[src/rtl/mdu_ctrl.sv]
// rtl/mdu_ctrl.sv - iterative MULT/MULTU/DIV/DIVU sequencer owning HI/LO; divider present only with MDU_DIV_EN
module mdu_ctrl #(
    parameter int ITER = 32
) (
    input  logic        clk,
    input  logic        rst,
    input  logic        start,
    input  logic [1:0]  op,
    input  logic [31:0] A,
    input  logic [31:0] B,
    input  logic        cancel,
    input  logic        mthi,
    input  logic        mtlo,
    input  logic        rd_hilo,
    output logic [31:0] hi,
    output logic [31:0] lo,
    output logic        busy,
    output logic        done,
    output logic        stall
);
    localparam int CW = $clog2(ITER);

    typedef enum logic [1:0] {S_IDLE, S_CALC, S_FIX, S_DONE} state_t;

    state_t         r_state;
    logic [CW-1:0]  r_count;
    logic [31:0]    r_m;
    logic [31:0]    r_acc;
    logic [31:0]    r_q;
    logic           r_div;
    logic           r_neg_q;
    logic [31:0]    r_hi;
    logic [31:0]    r_lo;
    logic           r_busy;
    logic           r_done;

    logic           w_signed;
    logic [31:0]    w_a_mag;
    logic [31:0]    w_b_mag;
    logic [32:0]    w_mul_sum;
    logic [63:0]    w_prod;
    logic [63:0]    w_prod_fix;
    logic [31:0]    w_acc_nxt;
    logic [31:0]    w_q_nxt;
    logic [31:0]    w_hi_res;
    logic [31:0]    w_lo_res;
    logic           w_wr_res;

    assign w_signed = ~op[0];
    assign w_a_mag  = (w_signed && A[31]) ? (32'd0 - A) : A;
    assign w_b_mag  = (w_signed && B[31]) ? (32'd0 - B) : B;

    // Multiply keeps the running high word in r_acc and shifts product bits into r_q.
    assign w_mul_sum  = {1'b0, r_acc} + (r_q[0] ? {1'b0, r_m} : 33'd0);
    assign w_prod     = {r_acc, r_q};
    assign w_prod_fix = r_neg_q ? (64'd0 - w_prod) : w_prod;

`ifdef MDU_DIV_EN
    logic           r_neg_r;
    logic           r_divz;
    logic           w_div_ge;
    logic [31:0]    w_div_rem;
    logic [31:0]    w_quo_fix;
    logic [31:0]    w_rem_fix;

    // The partial remainder is always below the divisor, so the 32-bit difference is exact when it fits.
    assign w_div_ge  = {r_acc, r_q[31]} >= {1'b0, r_m};
    assign w_div_rem = {r_acc[30:0], r_q[31]} - r_m;
    assign w_quo_fix = (r_neg_q && !r_divz) ? (32'd0 - r_q) : r_q;
    assign w_rem_fix = r_neg_r ? (32'd0 - r_acc) : r_acc;
`endif

    always_comb begin
        w_acc_nxt = w_mul_sum[32:1];
        w_q_nxt   = {w_mul_sum[0], r_q[31:1]};
        w_hi_res  = w_prod_fix[63:32];
        w_lo_res  = w_prod_fix[31:0];
        w_wr_res  = 1'b1;
        if (r_div) begin
`ifdef MDU_DIV_EN
            if (w_div_ge) begin
                w_acc_nxt = w_div_rem;
                w_q_nxt   = {r_q[30:0], 1'b1};
            end else begin
                w_acc_nxt = {r_acc[30:0], r_q[31]};
                w_q_nxt   = {r_q[30:0], 1'b0};
            end
            w_hi_res = w_rem_fix;
            w_lo_res = w_quo_fix;
`else
            w_acc_nxt = r_acc;
            w_q_nxt   = r_q;
            w_wr_res  = 1'b0;
`endif
        end
    end

    always_ff @(posedge clk) begin
        if (rst) begin
            r_state <= S_IDLE;
            r_count <= '0;
            r_m     <= '0;
            r_acc   <= '0;
            r_q     <= '0;
            r_div   <= 1'b0;
            r_neg_q <= 1'b0;
            r_hi    <= '0;
            r_lo    <= '0;
            r_busy  <= 1'b0;
            r_done  <= 1'b0;
`ifdef MDU_DIV_EN
            r_neg_r <= 1'b0;
            r_divz  <= 1'b0;
`endif
        end else begin
            r_done <= 1'b0;
            if (!r_busy) begin
                if (mthi) r_hi <= A;
                if (mtlo) r_lo <= A;
            end
            if (cancel) begin
                r_state <= S_IDLE;
                r_busy  <= 1'b0;
            end else begin
                case (r_state)
                    S_IDLE, S_DONE: begin
                        if (start) begin
                            r_state <= S_CALC;
                            r_busy  <= 1'b1;
                            r_count <= '0;
                            r_acc   <= '0;
                            r_div   <= op[1];
                            r_neg_q <= w_signed & (A[31] ^ B[31]);
                            // Divide shifts the dividend out of r_q; multiply shifts the multiplier out.
                            r_m     <= op[1] ? w_b_mag : w_a_mag;
                            r_q     <= op[1] ? w_a_mag : w_b_mag;
`ifdef MDU_DIV_EN
                            r_neg_r <= w_signed & A[31];
                            r_divz  <= op[1] & (B == 32'd0);
`endif
                        end else begin
                            r_state <= S_IDLE;
                        end
                    end
                    S_CALC: begin
                        r_acc   <= w_acc_nxt;
                        r_q     <= w_q_nxt;
                        r_count <= r_count + CW'(1);
                        if (r_count == CW'(ITER - 1))
                            r_state <= S_FIX;
                    end
                    S_FIX: begin
                        if (w_wr_res) begin
                            r_hi <= w_hi_res;
                            r_lo <= w_lo_res;
                        end
                        r_done  <= 1'b1;
                        r_busy  <= 1'b0;
                        r_state <= S_DONE;
                    end
                    default: r_state <= S_IDLE;
                endcase
            end
        end
    end

    assign hi    = r_hi;
    assign lo    = r_lo;
    assign busy  = r_busy;
    assign done  = r_done;
    assign stall = r_busy & (start | mthi | mtlo | rd_hilo);
endmodule

[config.mk]
export PLATFORM = sky130hd
export DESIGN_NAME = mdu_ctrl
export DESIGN_NICKNAME = d
export VERILOG_FILES = /design/src/rtl/mdu_ctrl.sv
export SDC_FILE = /design/constraint.sdc
export NUM_CORES = 1
export LEC_CHECK = 0
export ABC_AREA = 0
export CAP_MARGIN = 20
export CORE_MARGIN = 3
export CORE_UTILIZATION = 55
export CTS_CLUSTER_DIAMETER = 150
export DETAILED_ROUTE_END_ITERATION = 10
export GPL_TIMING_DRIVEN = 0
export PLACE_DENSITY_LB_ADDON = 0.12
export REMOVE_ABC_BUFFERS = 1
export SYNTH_ARGS = -nofsm -noshare
export SYNTH_HDL_FRONTEND = slang
export SYNTH_SLANG_ARGS = --single-unit
[constraint.sdc]
create_clock -name clk -period 3.7 [get_ports clk]
set_input_delay 0.74 -clock clk [delete_from_list [all_inputs] [get_ports clk]]
set_output_delay 0.74 -clock clk [all_outputs]
set_load 0.005 [all_outputs]
### Gate-type map, run 1

Bar = 50 µm.
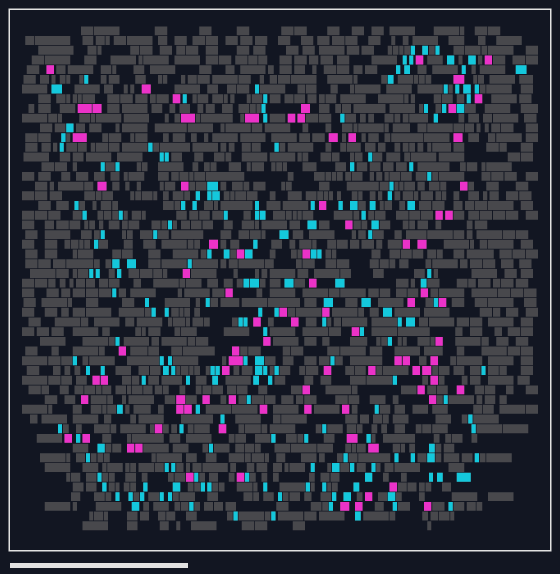
| family | color | cells | where |
|---|---|---|---|
| NAND gates | cyan | 194 | spread over the die |
| AND and OR gates | magenta | 86 | spread over the die |

### Cell outlines without signal wires, run 1

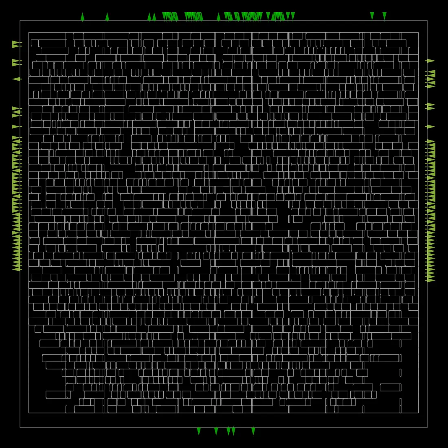
number of well taps: 270
number of filler cells placed in the layout: 1784
share of cell area taken by flip-flops and latches: 24.7%
placeable core region: 20500 µm²

### Metal 3, run 1

Bar = 50 µm.
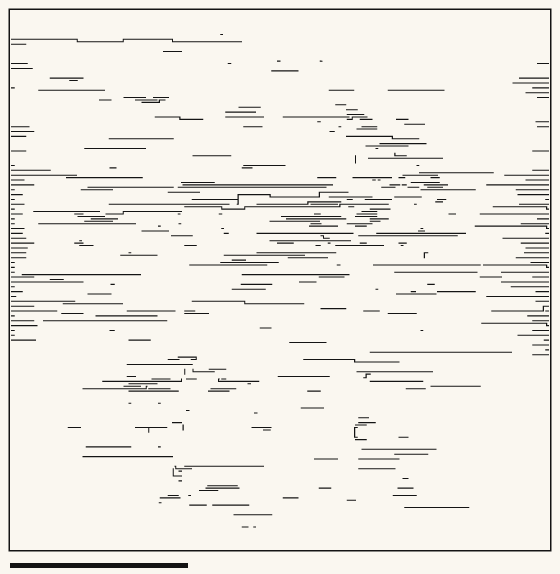
share of all routed wire: 7.5%
wire length on this layer: 2830 µm
longest straight run: 41.9 µm

==> run 1: metal layers <==
metal	share of wire (%)	GRT usage (%)	routed length (µm)
met3	7.5	4.34	2830
met1	42	43.4	16000
met2	47	53.5	17600
met4	3.6	13.3	1360
met5	0	0	0
==> run 1: flip-flops by register name, summed over array words and instances, names as in the netlist <==
| name | flops |
|---|---|
| r_m | 32 |
| done | 1 |
| busy | 1 |
| r_state | 2 |
| r_count | 5 |
| r_div | 1 |
| lo | 32 |
| r_neg_q | 1 |
| r_q | 32 |
| hi | 32 |
| r_acc | 32 |
==> run 1: through the flow <==
| step | hold WS (ns) | util, % | area (µm²) | power, mW |
|---|---|---|---|---|
| floorplan | 0.421 | - | 11300 | 2.66 |
| global placement | 0.437 | 63.4 | 13000 | 3.13 |
| detailed placement | 0.444 | 64.6 | 13200 | 3.17 |
| CTS | 0.454 | 67.5 | 13800 | 4.98 |
| global route | 0.468 | 67.8 | 13900 | 5.17 |
| finish | 0.451 | 67.8 | 13900 | 4.98 |
==> run 1: worst paths after layout <==
check / startpoint / to
hold reg to reg: r_m[6] / r_m[6]
hold / removal: r_m[6] / r_m[6]
setup reg to reg: r_q[22] / hi[18]
setup / recovery: B[0] / r_q[18]
==> run 1: cell families after synthesis <==
family | Yosys count | share of synthesized area, %
flip-flops | 171 | 29.5
adder cells (fa/ha/maj) | 40 | 4.37
AND/OR/NAND/NOR | 490 | 20.4
multiplexers | 80 | 6.89
AND-OR/OR-AND | 430 | 24.2
buffers and inverters | 119 | 3.85
XOR/XNOR | 144 | 10.9
==> run 1: repair_timing <==
| item | CTS | global route |
|---|---|---|
| gates resized | 1 | 5 |
| buffers inserted | 0 | 0 |
| endpoints found under the setup margin | 2 | 10 |
| cloned | 0 | 0 |
==> reports/summary.txt, run 1 <==
status: completed
Layout Area Growth over Synthesis: 19.5%
number of port buffers: 139
number of multi-input logic gates: 1184
largest contributor to cell area by class: multi-input combinational cells
number of warning messages in the yosys log: 0
sequential cell power: 2.06 mW
Crit Path Max Fanout: 6
CTS Buf Count: 17
share of power burned in combinational logic: 21.9%
unrepaired setup endpoints after global routing: false
number of inserted diodes: 0
OpenROAD warnings: 26
proportion of synthesized chip area in sequential cells: 29.5%
standard cell with the maximum stage delay on the critical path: sky130_fd_sc_hd__nor3b_1
class of the tightest hold or removal check: reg -> reg
Top Consumer: registers
top area contributor share: 29.5%
clock-cell share of area: 4.26%
Post-Route Skew: 0.00919 ns
startpoint-to-endpoint class of the critical path: in -> reg
wire length of the first global-routing pass: 58700 µm
drt first-iter violations: 1194
CP endpoint kind: register
combinational gate power: 1.09 mW
CTS Root Buffer Type: sky130_fd_sc_hd__clkbuf_16
number of buffers between clock root and the deepest sink: 2
Post-synth regs: 171
total vias in the final route: 11700
R2R cell count: 8
placed instance count: 1799
sum of negative setup slack: 0 ns
antenna violations before repair: 0
most frequent logic cell in the layout: sky130_fd_sc_hd__dfxtp_1
Peak Freq: 284 MHz
most used standard cells in the synthesized netlist: sky130_fd_sc_hd__dfxtp_1, sky130_fd_sc_hd__nand2_1, sky130_fd_sc_hd__nor2_1
Yosys Chip Area: 11600 µm²
final cell count without fillers: 1832
number of buffers outside the clock class in the layout: 153
critical-path cell list: clkdlybuf4s50_1 -> inv_1 -> ha_1 -> nor3b_1 -> nor2_1 -> nor2_1 -> a21oi_1 -> xnor2_1 -> mux2i_1 -> a221oi_1 -> nor3_1
proportion of total power due to net switching: 30.8%
Slew Limit Headroom: 24.6%
internal power consumption: 3.45 mW
level count of the clock H-tree: 4
Most common reg cell: sky130_fd_sc_hd__dfxtp_1
number of cells produced by synthesis: 1474
power drawn by the clock network: 1.83 mW
crit path time final: 3.52 ns
logic depth of the worst path, buffers included: 11
Synth Cell Area: 11600 µm²
==> run 2, diff against run 1 <==
--- a/config.mk
+++ b/config.mk
@@ -14,6 +14,7 @@
 export GPL_TIMING_DRIVEN = 0
 export PLACE_DENSITY_LB_ADDON = 0.12
 export REMOVE_ABC_BUFFERS = 1
+export SLEW_MARGIN = 20
 export SYNTH_ARGS = -nofsm -noshare
 export SYNTH_HDL_FRONTEND = slang
 export SYNTH_SLANG_ARGS = --single-unit
==> run 2 against run 1 <==
  * Die size did not move
  * Sequential share of layout area barely moved
  * Critical path type unchanged
  * Critical path depth did not move
  * Worst hold slack worse by 0.0016 ns
  * Wire length is 0.79% higher
  * Highest routed layer unchanged
  * Via count rose by 0.71%
==> reports/summary.txt, run 2 <==
status: completed
NumNets Final: 1659
total power consumption of the routed design: 5.08 mW (+2.0%)
Peak Freq: 280 MHz (-1.5%)
Layout Area Growth over Synthesis: 19.5% (about the same)
top area contributor share: 29.5% (unchanged)
class of the tightest hold or removal check: reg -> reg
wire length of the first global-routing pass: 59200 µm (+0.89%)
OpenROAD warnings: 26 (unchanged)
CTS Buf Count: 17 (unchanged)
RR Startpoint: r_q[0]
vertical die dimension: 151 µm
number of cells produced by synthesis: 1474 (unchanged)
level count of the clock H-tree: 4 (unchanged)
leak pwr: 5.26 nW
placed instance count: 1797 (-0.11%)
source-to-sink clock delay at the later pin of the worst-skew pair: 0.45 ns
Hold Slack: 0.450 ns (-0.00157 ns)
number of filler cells placed in the layout: 1763 (-1.2%)
CTS Root Buffer Type: sky130_fd_sc_hd__clkbuf_16
most used standard cells in the synthesized netlist: sky130_fd_sc_hd__dfxtp_1, sky130_fd_sc_hd__nand2_1, sky130_fd_sc_hd__nor2_1
critical-path cell list: clkdlybuf4s50_1 -> inv_1 -> ha_1 -> nor3b_1 -> nor2_1 -> nor2_1 -> a21oi_1 -> xnor2_1 -> mux2i_1 -> a221oi_1 -> nor3_1
placeable core region: 20500 µm² (unchanged)
Crit Path Max Fanout: 6 (unchanged)
standard cell with the maximum stage delay on the critical path: sky130_fd_sc_hd__nor3b_1
number of clock sinks: 171
startpoint-to-endpoint class of the critical path: in -> reg
area of the die: 22900 µm²
number of inserted diodes: 0 (unchanged)
Finished Core Util: 67.8% (about the same)
number of warning messages in the yosys log: 0 (unchanged)
Most common reg cell: sky130_fd_sc_hd__dfxtp_1
number of setup buffers added after CTS: 0 (unchanged)
Post-Route Skew: 0.0106 ns (+0.00142 ns)
crit path time final: 3.57 ns (+0.0549 ns)
CP endpoint kind: register
Synth Cell Area: 11600 µm² (unchanged)
Post-synth regs: 171 (unchanged)
Slew Limit Headroom: 27.4% (+2.8 points)
data required time of the worst path: 4.02 ns
number of port buffers: 139 (unchanged)
HP Start: r_m[6]
total DRC errors in the routed layout: 0
total vias in the final route: 11800 (+0.71%)
## run 2: cell counts after synthesis
No cell type changed its count.
## run 2: power by group
| group | internal [mW] | total [mW] | switching (mW) |
|---|---|---|---|
| registers | 1.95 | 2.07 | 0.114 |
| logic | 0.478 | 1.08 | 0.606 |
| clock network | 1.11 | 1.93 | 0.822 |
## run 2: path summary, 6_finish.rpt
kind,endpoint,slack [ns],depth (start not counted)
worst max-delay path,r_q[18],0.13,11
worst min-delay path,r_m[6],0.45,2
worst max register to register,r_acc[27],0.24,12
worst min register to register,r_m[6],0.45,2
## run 2: metrics by stage
step	setup WS, ns	cell area, µm²
after floorplan	0.101	11300
after global placement	-3.58	13000
after detailed placement	-0.385	13200
after CTS	0.0383	13900
after global routing	-0.00712	13900
final	0.128	13900
## run 2: kinds of logic (layout without fill, tap and decap cells)
kind of cell,Yosys count,in the layout,share of synthesized area (%)
AOI/OAI and AO/OA,430,430,24.2
buffers and inverters,119,204,3.85
xor gates and xnor gates,144,144,10.9
muxes,80,80,6.89
adders and majority gates,40,40,4.37
DFF,171,171,29.5
and+or+nand+nor,490,490,20.4
## run 2: layer usage
layer / up-vias / routed length [µm] / GRT usage (%)
met5: - / 0 / 0
met3: 110 / 2810 / 5.63
met4: 0 / 1590 / 13.3
met1: 5593 / 16200 / 43.0
met2: 571 / 17500 / 54.0
li1: 5534 / - / -
## run 2: cell type report
class,instances,area [µm²],share of cell area [%]
Inverter,22,82.6,0.595
Timing Repair Buffer,150,1610,11.6
Tap cell,270,338,2.43
Sequential cell,171,3430,24.7
Multi-Input combinational cell,1184,7810,56.3
Clock buffer,20,457,3.29
Clock inverter,12,161,1.16
## run 2: repair_timing
action,4_1_cts,5_1_grt
cloned,0,0
gates resized,1,3
hold buffers,0,0
setup endpoints to repair,1,11
### Local utilization, run 2

The die is cut into 15 by 15 equal tiles; black is low, pale yellow is high, 0 to 100% covered.
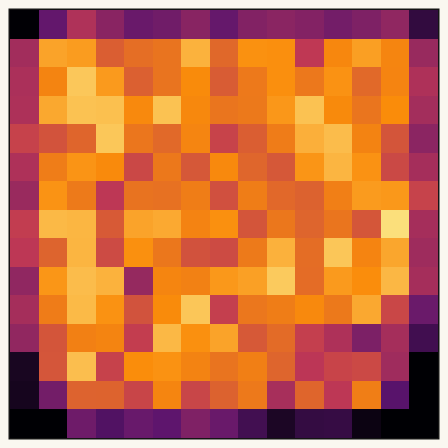
fullest tile: 93%
mean over tiles: 59%
tiles over 75% full: 25%

### Gate-type map, run 2

Bar = 50 µm.
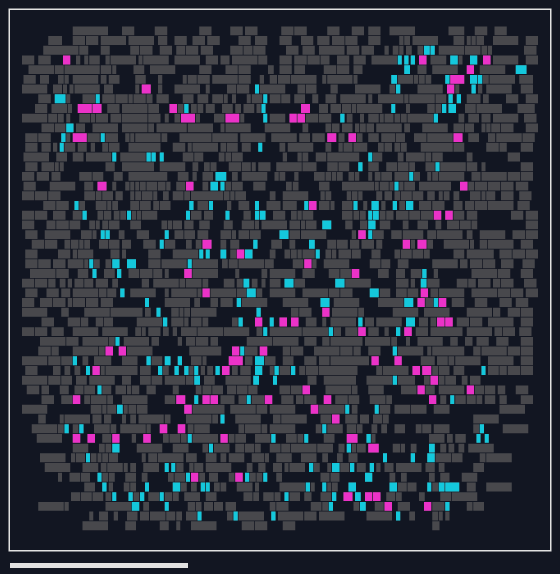
final cell count without fillers: 1829
most frequent logic cell in the layout: sky130_fd_sc_hd__dfxtp_1

==> run 3, diff against run 2 <==
--- a/config.mk
+++ b/config.mk
@@ -5,7 +5,7 @@
 export SDC_FILE = /design/constraint.sdc
 export NUM_CORES = 1
 export LEC_CHECK = 0
-export ABC_AREA = 0
+export ABC_AREA = 1
 export CAP_MARGIN = 20
 export CORE_MARGIN = 3
 export CORE_UTILIZATION = 55
==> run 3 against run 2 <==
  * Clock skew rose by 0.011 ns
  * Sequential share of layout area is 3.9 points lower
  * Wire length is 50% higher
  * Global-route usage increased by 6.4 points
  * Combinational power is 29% higher
  * Flip-flop count did not move
  * Fmax grew 7.4%
  * Area after synthesis grew 23%
  * Die size up 22%
  * Setup slack gained 0.25 ns
  * Utilization fell by 2.7 points
  * Non-clock buffer count grew 1
  * Largest cell class unchanged
  * Largest power group unchanged
  * Highest routed layer unchanged
==> reports/summary.txt, run 3 <==
RR Startpoint: r_state[1]
Reg2Reg Setup Slack: 0.37 ns (+0.13 ns)
Finished Core Util: 65.0% (-2.7 points)
antenna violations before repair: 0
most frequent logic cell in the layout: sky130_fd_sc_hd__nand2_1
number of gates given a new drive strength after cts: 0 (-1)
cell type with the highest occurrence count on the critical path: sky130_fd_sc_hd__inv_2
Synth Cell Area: 14200 µm² (+23%)
Post-Route Skew: 0.0220 ns (+0.0114 ns)
Hold Slack: 0.485 ns (+0.0352 ns)
number of clock sinks: 171 (unchanged)
multiplexer fraction of the synthesized cell area: 0% (-6.9 points)
R2R cell count: 7 (-5)
CTS Buf Count: 17 (unchanged)
placeable core region: 25300 µm² (+24%)
area fraction in and, or, nand and nor cells after synthesis: 43.2% (+23 points)
share of synthesized cell area in full adder, half adder and majority cells: 3.57% (-0.80 points)
clock tree from TritonCTS: built
num rows: 58
total power consumption of the routed design: 5.38 mW (+5.9%)
startpoint-to-endpoint class of the critical path: reg -> reg
wire length of the first global-routing pass: 86700 µm (+46%)
top area contributor share: 24.0% (-5.4 points)
PnR worst setup slack: 0.375 ns (+0.247 ns)
XORs/XNORs by Area: 1.72% (-9.1 points)
status: completed
most used standard cells in the synthesized netlist: sky130_fd_sc_hd__nand2_1, sky130_fd_sc_hd__inv_1, sky130_fd_sc_hd__nand3_1
Post-Place Cell Area: 15900 µm² (+20%)
HP Start: r_count[4]
standard cell with the maximum stage delay on the critical path: sky130_fd_sc_hd__o21ai_4
worst setup slack after placement: 0.143 ns (+0.528 ns)
half-perimeter wire length after placement: 43900 µm
final cell count without fillers: 2902 (+59%)
arrival time of the worst setup path: 3.62 ns
Layout Area Growth over Synthesis: 15.7%
last element of the critical path: r_q[0]
Top cells by area: sky130_fd_sc_hd__dfxtp_1, sky130_fd_sc_hd__nand2_1, sky130_fd_sc_hd__nand3_1, sky130_fd_sc_hd__inv_1, sky130_fd_sc_hd__a21oi_1
Die Span X: 167 µm
critical-path cell list: inv_1 -> ha_2 -> inv_2 -> o21ai_4 -> inv_2 -> o21ai_0 -> a21oi_1
crit path time final: 3.33 ns (-0.247 ns)
main logic family after synthesis: simple AND/OR/NAND/NOR gates
Post-synth regs: 171 (unchanged)
Peak Freq: 301 MHz (+7.4%)
number of cells produced by synthesis: 2483 (+68%)
hold-critical path depth: 2 (unchanged)
Most common reg cell: sky130_fd_sc_hd__dfxtp_1
number of setup buffers added after CTS: 0 (unchanged)
worst hold endpoint: r_count[4]
CTS Root Buffer Type: sky130_fd_sc_hd__clkbuf_16
Routed wire per std cell: 19.7 µm
largest net degree at the start of global routing: 106
routed via count divided by cell count: 6.00
logic depth of the worst path, buffers included: 7 (-4)
M2 GR Usage: 58.2% (+4.2 points)
placed instance count: 2870 (+60%)
Complex Gates by Area: 15.6% (-8.6 points)
CTS Hold Bufs: 0 (unchanged)
Crit Path Max Fanout: 29 (+23)
met1 usage: 55.6% (+13 points)
CP endpoint kind: register
source-to-sink clock delay at the later pin of the worst-skew pair: 0.46 ns (about the same)
busiest grt layer: met2
number of port buffers: 139 (unchanged)
number of iterations in the first detailed-routing pass: 7
proportion of synthesized chip area in sequential cells: 24.0%
vertical die dimension: 167 µm (+10%)
OpenROAD warnings: 28 (+7.7%)
endpoint of the lowest-slack register-to-register path: r_q[0]
Slew Limit Headroom: 26.4% (-1.1 points)
weighted congestion reported at the end of routability-driven placement: 1.00
total DRC errors in the routed layout: 0 (unchanged)
data required time of the worst path: 4.00 ns (-0.02 ns)
total vias in the final route: 17400 (+48%)
class of the tightest hold or removal check: reg -> reg
kind of cell adding the most delay to the critical path: AND-OR/OR-AND gates
number of warning messages in the yosys log: 0 (unchanged)
share of post-route cells with drive strength above 1: 5.09%
NumNets Final: 2672 (+61%)
level count of the clock H-tree: 4 (unchanged)
area of the die: 27900 µm² (+22%)
vias in the first global route: 15500
final instance area: 16500 µm² (+19%)
number of inserted diodes: 0 (unchanged)
met3 Track Usage GR: 7.17% (+1.5 points)
leak pwr: 8.17 nW (+55%)
run 3: cell count changes in the layout (fill, tap and decap cells not counted), moves of 30 or more:
cell | previous run | this run
sky130_fd_sc_hd__xnor2_1 | 67 | 10
sky130_fd_sc_hd__mux2i_1 | 80 | 0
sky130_fd_sc_hd__xor2_1 | 77 | 18
sky130_fd_sc_hd__nand3_1 | 17 | 269
sky130_fd_sc_hd__a21oi_1 | 108 | 184
sky130_fd_sc_hd__inv_1 | 22 | 321
sky130_fd_sc_hd__a211oi_1 | 45 | 3
sky130_fd_sc_hd__nand2_1 | 142 | 790
sky130_fd_sc_hd__o22ai_1 | 43 | 0
sky130_fd_sc_hd__nor2_1 | 138 | 215
sky130_fd_sc_hd__nand4_1 | 6 | 38
sky130_fd_sc_hd__and2_1 | 34 | 4
sky130_fd_sc_hd__o31ai_1 | 34 | 0
run 3: routing by layer:
| layer | routed length [µm] | share of wire (%) |
|---|---|---|
| met4 | 2830 | 4.9 |
| met5 | 0 | 0 |
| met2 | 23700 | 41 |
| met3 | 7030 | 12 |
| met1 | 23600 | 41 |
run 3: layout make-up:
class                   count  area (µm²)
multi-input cells        1885        9150
fillers                  2414        8850
flip-flops and latches    171        3430
repair buffers            151        1630
inverters                 333        1260
clock buffers              18         429
well taps                 330         413
clock inverters            14         168
run 3: tightest hold or removal path: stages, from the launching register on:
cell	delay, ns
sky130_fd_sc_hd__dfxtp_1	0.32
sky130_fd_sc_hd__nand2_1	0.06
sky130_fd_sc_hd__a21oi_1	0.06
run 3: where the power goes:
group,total [mW],switching (mW),internal [mW]
combinational,1.39,0.896,0.498
clock,1.90,0.929,0.971
sequential,2.08,0.136,1.95
### Local utilization, run 3

The die is cut into 17 by 17 equal tiles; black is low, pale yellow is high, 0 to 100% covered.
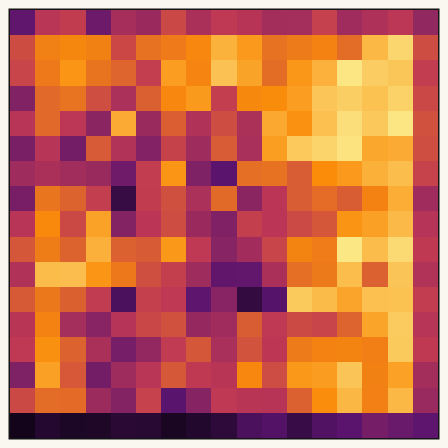
fullest tile: 95%
tiles over 75% full: 24%
mean over tiles: 58%

### I/O nets highlighted, run 3

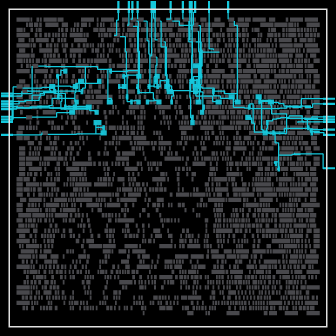
| port | color | bits | direction | edge | end cells | buffers | wire |
|---|---|---|---|---|---|---|---|
| `B` | cyan | 32 | input | 14 north, 10 west, 8 east | 77 | 32 | 1830 µm |

No activity file was given, so power comes from the tool's default toggle rates.
